--- src/rtl/pipeline_hazard_ctrl_pkg.sv ---
// Shared definitions for the pipeline hazard controller: MIPS opcodes,
// forwarding-select encodings and the sequencing FSM states.
package hazard_defs;

    localparam logic [5:0] OP_RTYPE = 6'h00;
    localparam logic [5:0] OP_LW    = 6'h23;
    localparam logic [5:0] OP_SW    = 6'h2B;
    localparam logic [5:0] OP_BEQ   = 6'h04;
    localparam logic [5:0] OP_BNE   = 6'h05;

    localparam logic [1:0] FWD_RF    = 2'b00;
    localparam logic [1:0] FWD_EXMEM = 2'b10;
    localparam logic [1:0] FWD_MEMWB = 2'b01;

    typedef enum logic [1:0] {
        ST_RUN   = 2'd0,
        ST_STALL = 2'd1,
        ST_FLUSH = 2'd2
    } hazard_state_t;

    // Instructions whose rt field is a source operand rather than a destination.
    function automatic logic uses_rt(input logic [5:0] op);
        return (op == OP_RTYPE) || (op == OP_SW) || (op == OP_BEQ) || (op == OP_BNE);
    endfunction

endpackage

--- src/rtl/pipeline_hazard_ctrl_forward_sel.sv ---
// Forwarding select for one EX operand; the EX/MEM result is newer than
// MEM/WB so it takes priority, and register 0 is never forwarded.
module forward_sel
    import hazard_defs::*;
#(
    parameter int RA_W = 5
) (
    input  logic [RA_W-1:0] src_reg,
    input  logic            exmem_write,
    input  logic [RA_W-1:0] exmem_reg,
    input  logic            memwb_write,
    input  logic [RA_W-1:0] memwb_reg,
    output logic [1:0]      sel
);

    always_comb begin
        sel = FWD_RF;
        if (exmem_write && (exmem_reg != '0) && (exmem_reg == src_reg)) begin
            sel = FWD_EXMEM;
        end else if (memwb_write && (memwb_reg != '0) && (memwb_reg == src_reg)) begin
            sel = FWD_MEMWB;
        end
    end

endmodule

--- src/rtl/pipeline_hazard_ctrl.sv ---
// Hazard and forwarding controller: load-use stalls, taken-branch flushes,
// EX operand forwarding selects and saturating hazard statistics.
module pipeline_hazard_ctrl
    import hazard_defs::*;
#(
    parameter int CNT_W = 16,
    parameter int RA_W  = 5
) (
    input  logic             clk,
    input  logic             reset,
    input  logic [31:0]      ifidInstr,
    input  logic [31:0]      idexInstr,
    input  logic             idexMemRead,
    input  logic             branchTaken,
    input  logic             exmemRegWrite,
    input  logic [RA_W-1:0]  exmemWriteReg,
    input  logic             memwbRegWrite,
    input  logic [RA_W-1:0]  memwbWriteReg,
    output logic             pcWrite,
    output logic             ifidWrite,
    output logic             idexBubble,
    output logic             ifidFlush,
    output logic             idexFlush,
    output logic [1:0]       forwardA,
    output logic [1:0]       forwardB,
    output logic [CNT_W-1:0] stallCount,
    output logic [CNT_W-1:0] flushCount
);

    hazard_state_t state, next_state;

    logic [5:0] ifid_op;
    logic [4:0] ifid_rs, ifid_rt, idex_rs, idex_rt;
    logic       load_use, stall_req;
    logic [1:0] fwd_a, fwd_b;
    logic       unused_fields;

    assign ifid_op = ifidInstr[31:26];
    assign ifid_rs = ifidInstr[25:21];
    assign ifid_rt = ifidInstr[20:16];
    assign idex_rs = idexInstr[25:21];
    assign idex_rt = idexInstr[20:16];
    assign unused_fields = ^{ifidInstr[15:0], idexInstr[31:26], idexInstr[15:0]};

    assign load_use = idexMemRead && (idex_rt != 5'd0) &&
                      ((idex_rt == ifid_rs) || (uses_rt(ifid_op) && (idex_rt == ifid_rt)));

    // A stall is only honoured from RUN, and a taken branch always overrides it.
    assign stall_req = (state == ST_RUN) && load_use && !branchTaken;

    always_ff @(posedge clk or posedge reset) begin
        if (reset) begin
            state <= ST_RUN;
        end else begin
            state <= next_state;
        end
    end

    always_comb begin
        next_state = ST_RUN;
        if (branchTaken) begin
            next_state = ST_FLUSH;
        end else if (state == ST_RUN && load_use) begin
            next_state = ST_STALL;
        end
    end

    always_comb begin
        pcWrite    = 1'b1;
        ifidWrite  = 1'b1;
        idexBubble = 1'b0;
        ifidFlush  = 1'b0;
        idexFlush  = 1'b0;
        forwardA   = fwd_a;
        forwardB   = fwd_b;
        if (reset) begin
            pcWrite    = 1'b0;
            ifidWrite  = 1'b0;
            idexBubble = 1'b1;
            ifidFlush  = 1'b1;
            idexFlush  = 1'b1;
            forwardA   = FWD_RF;
            forwardB   = FWD_RF;
        end else if (branchTaken) begin
            ifidFlush = 1'b1;
            idexFlush = 1'b1;
        end else if (stall_req) begin
            pcWrite    = 1'b0;
            ifidWrite  = 1'b0;
            idexBubble = 1'b1;
        end
    end

    always_ff @(posedge clk or posedge reset) begin
        if (reset) begin
            stallCount <= '0;
            flushCount <= '0;
        end else begin
            if (stall_req && (stallCount != '1)) begin
                stallCount <= stallCount + CNT_W'(1);
            end
            if (branchTaken && (flushCount != '1)) begin
                flushCount <= flushCount + CNT_W'(1);
            end
        end
    end

    forward_sel #(.RA_W(RA_W)) u_fwd_a (
        .src_reg     (RA_W'(idex_rs)),
        .exmem_write (exmemRegWrite),
        .exmem_reg   (exmemWriteReg),
        .memwb_write (memwbRegWrite),
        .memwb_reg   (memwbWriteReg),
        .sel         (fwd_a)
    );

    forward_sel #(.RA_W(RA_W)) u_fwd_b (
        .src_reg     (RA_W'(idex_rt)),
        .exmem_write (exmemRegWrite),
        .exmem_reg   (exmemWriteReg),
        .memwb_write (memwbRegWrite),
        .memwb_reg   (memwbWriteReg),
        .sel         (fwd_b)
    );

endmodule

--- config.mk ---
export PLATFORM = sky130hd
export DESIGN_NAME = pipeline_hazard_ctrl
export DESIGN_NICKNAME = d
export VERILOG_FILES = /design/src/rtl/pipeline_hazard_ctrl_pkg.sv /design/src/rtl/pipeline_hazard_ctrl_forward_sel.sv /design/src/rtl/pipeline_hazard_ctrl.sv
export SDC_FILE = /design/constraint.sdc
export NUM_CORES = 1
export LEC_CHECK = 0
export CAP_MARGIN = 25
export CORE_MARGIN = 2
export CORE_UTILIZATION = 34
export CTS_BUF_LIST = sky130_fd_sc_hd__clkbuf_8 sky130_fd_sc_hd__clkbuf_16
export DETAILED_ROUTE_END_ITERATION = 10
export PLACE_DENSITY = 0.76
export SLEW_MARGIN = 5
export SYNTH_ARGS = -nofsm -noshare
export SYNTH_HDL_FRONTEND = slang
export SYNTH_SLANG_ARGS = --single-unit
--- constraint.sdc ---
create_clock -name clk -period 2.8 [get_ports clk]
set_clock_uncertainty 0.15 [all_clocks]
set_input_delay 0.56 -clock clk [delete_from_list [all_inputs] [get_ports clk]]
set_output_delay 0.56 -clock clk [all_outputs]
set_load 0.05 [all_outputs]
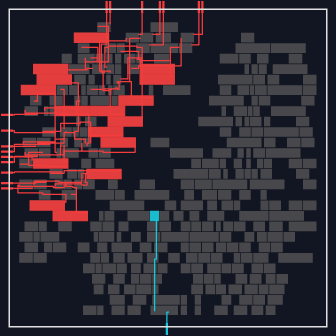
**Above:** wires at chosen ports, followed through buffers.
`stallCount`: marked red, direction output, edge 9 west, 7 north, end cells 16, wire 659 um. `idexFlush`: marked cyan, direction output, edge south, end cells 1, wire 28.0 um.
I/O Pins: 121
I/O Buffers: 82

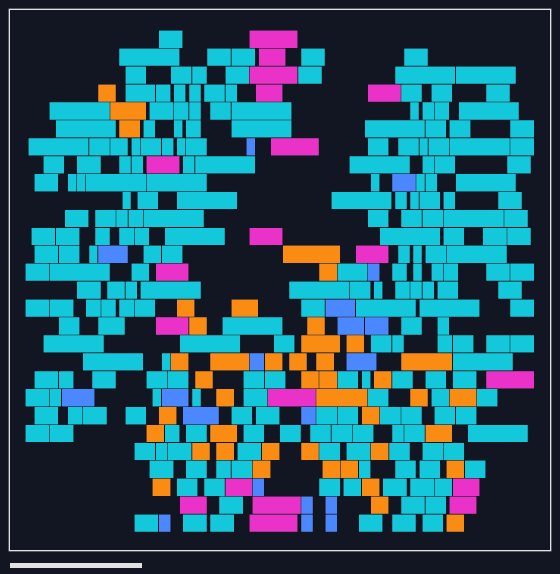
**Above:** cells by drive strength.
Scale bar: 20 um.
drive 3 to 4: marked orange, cells 43, share 13%. drive 2: marked blue, cells 19, share 6.0%. drive 6 and up: marked magenta, cells 19, share 6.0%. drive 1 or less: marked cyan, cells 238, share 75%.

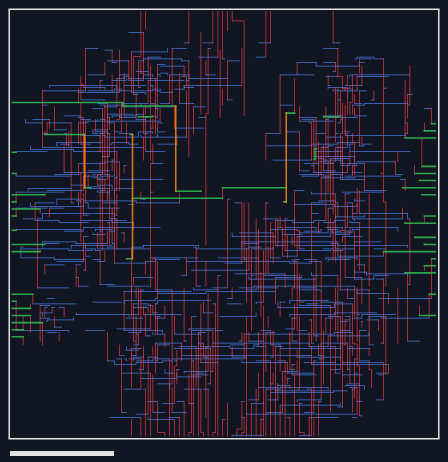
**Above:** routed metal, one color a layer.
Scale bar: 20 um.
met3: marked green, wire length 198 um. met2: marked red, wire length 2680 um. met4: marked orange, wire length 67.3 um. met1: marked blue, wire length 2350 um.

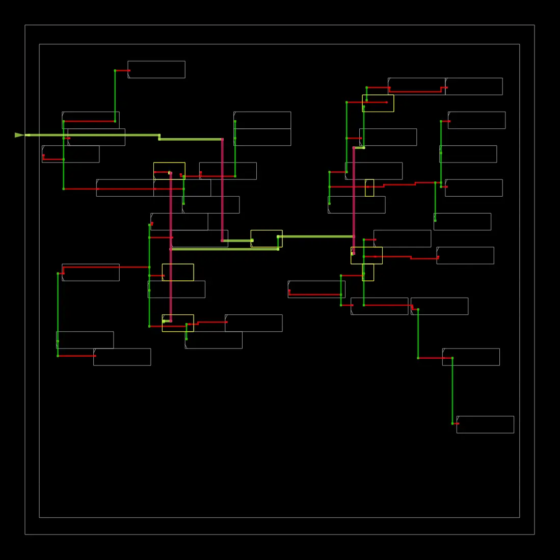
**Above:** the clock network.
CLK BUF: 6
Late-Pin Clk Latency: 280 ps
TritonCTS Buffers: 5
sequential cell count: 34
clock distribution power: 364 uW

==> impl_metrics.csv <==
group,metric,value,unit
synth,syn_area_per_cell,10.1,um^2
routing,routed.top_layer,"met4",
power_and_ir_drop,ir_drop,0.540,mV
synth,syn_area,2070,um^2
clock_network,cts_resized,48,
critical_path,startpoint_type,"input pin",
clock_network,cts_max_level,2,
synth,synth-seq-cells,34,
critical_path,rr_worst_depth,8,
finish,areaGrowthSynthToFinish,65.4,%
clock_network,path_clk_slew,70,ps
power_and_ir_drop,combinationalPower,617,uW
synth,simple_gate_share,25.1,%
routing,wl_met1,2350,um
finish,diodes,0,
routing,drcViolationCount,0,
critical_path,critical_path_arrival,2090,ps
global_routing,antenna_found_initial,0,
min_path,whs_endpoint,"flushCount[10]",
floorplanning,taps,75,
global_routing,use_met1,21.4,%
power_and_ir_drop,p_int,1.01,mW
synth,synth_warnings,0,
floorplanning,rows,28,
critical_path,crit_type,"in2out",
finish,stdcell_area,3420,um^2
finish,mostFrequentLayoutCells,"52 x clkdlybuf4s50_1, 37 x xnor2_1, 34 x dfrtp_1",
critical_path,cpMostUsedCell,"buf_6",
final_timing,setup_viol,0,
finish,flop_area,851,um^2
power_and_ir_drop,power_frac_seq,38.3,%
synth,ys_sh_xor,24.6,%
final_timing,max_slew.worst_pin.slew,508,ps
clock_network,ctsHoldBuffers,0,
placed_design,placed_area,3300,um^2
power_and_ir_drop,p_comb_share,38.8,%
floorplanning,die_x,82.0,um
final_timing,finalClockPeriodUsage,100,%
finish,final-clk-cell-share,2.67,%
critical_path,startpoint,"idexInstr[20]",
placed_design,place.detailed.hpwl,4220,um
synth,ys_sh_mux,2.78,%
final_timing,finalCriticalPeriod,2800,ps
critical_path,crit_end,"pcWrite",
synth,top_cells_by_count,"37 x xnor2_1, 34 x dfrtp_1, 21 x nand3_1, 21 x xor2_1",
routing,initialDrtViolationCount,46,
finish,comb_area,1260,um^2
final_timing,setup_ws,0.627,ps
synth,synthCells,204,
finish,fin_util,58.1,%
critical_path,rr_endpoint,"stallCount[1]",
routing,ant_nets,0,
power_and_ir_drop,cellPowerDensity,465,nW/um^2
finish,seq_share,24.9,%
synth,top_cell_area_share,41.2,%
synth,logic_family,"simple AND/OR/NAND/NOR gates",
global_routing,use_met3,3.19,%
final_timing,rsz0062_at_grt,"true",
power_and_ir_drop,switching_share,36.6,%
run_status,status,"finished clean",
routing,vias,1909,
min_path,hold_class,"reg2reg",
routing,dr.pass1.iters,4,
clock_network,max-clock-path-buffers,2,
critical_path,cp.depth,8,
final_timing,max-slew-margin-rel,66.1,%
finish,bufAreaShareNonClock,32.4,%
synth,synthArstFlopShare,100,%
min_path,holdPathStages,1,
synth,ys_sh_aoi,2.00,%
synth,ff_type,"dfrtp_1",
clock_network,post_cts_buffers,0,
critical_path,required,2090,ps
power_and_ir_drop,pwr-share-clk,22.9,%
job,warnings,67,
finish,mostFrequentLayoutCell,"clkdlybuf4s50_1",
power_and_ir_drop,pg_seq,609,uW
synth,synth_adder_area_share,1.21,%
final_timing,fmax,357,MHz
global_routing,grt_util_all_layers,17.0,%
synth,edf_count,0,
finish,drive_above_1_share,25.4,%
critical_path,rrSetupSlack,510,ps
routing,met3_wirelength,197,um
finish,comb-cell-share,36.8,%
Power is estimated from default activity; no workload was simulated.
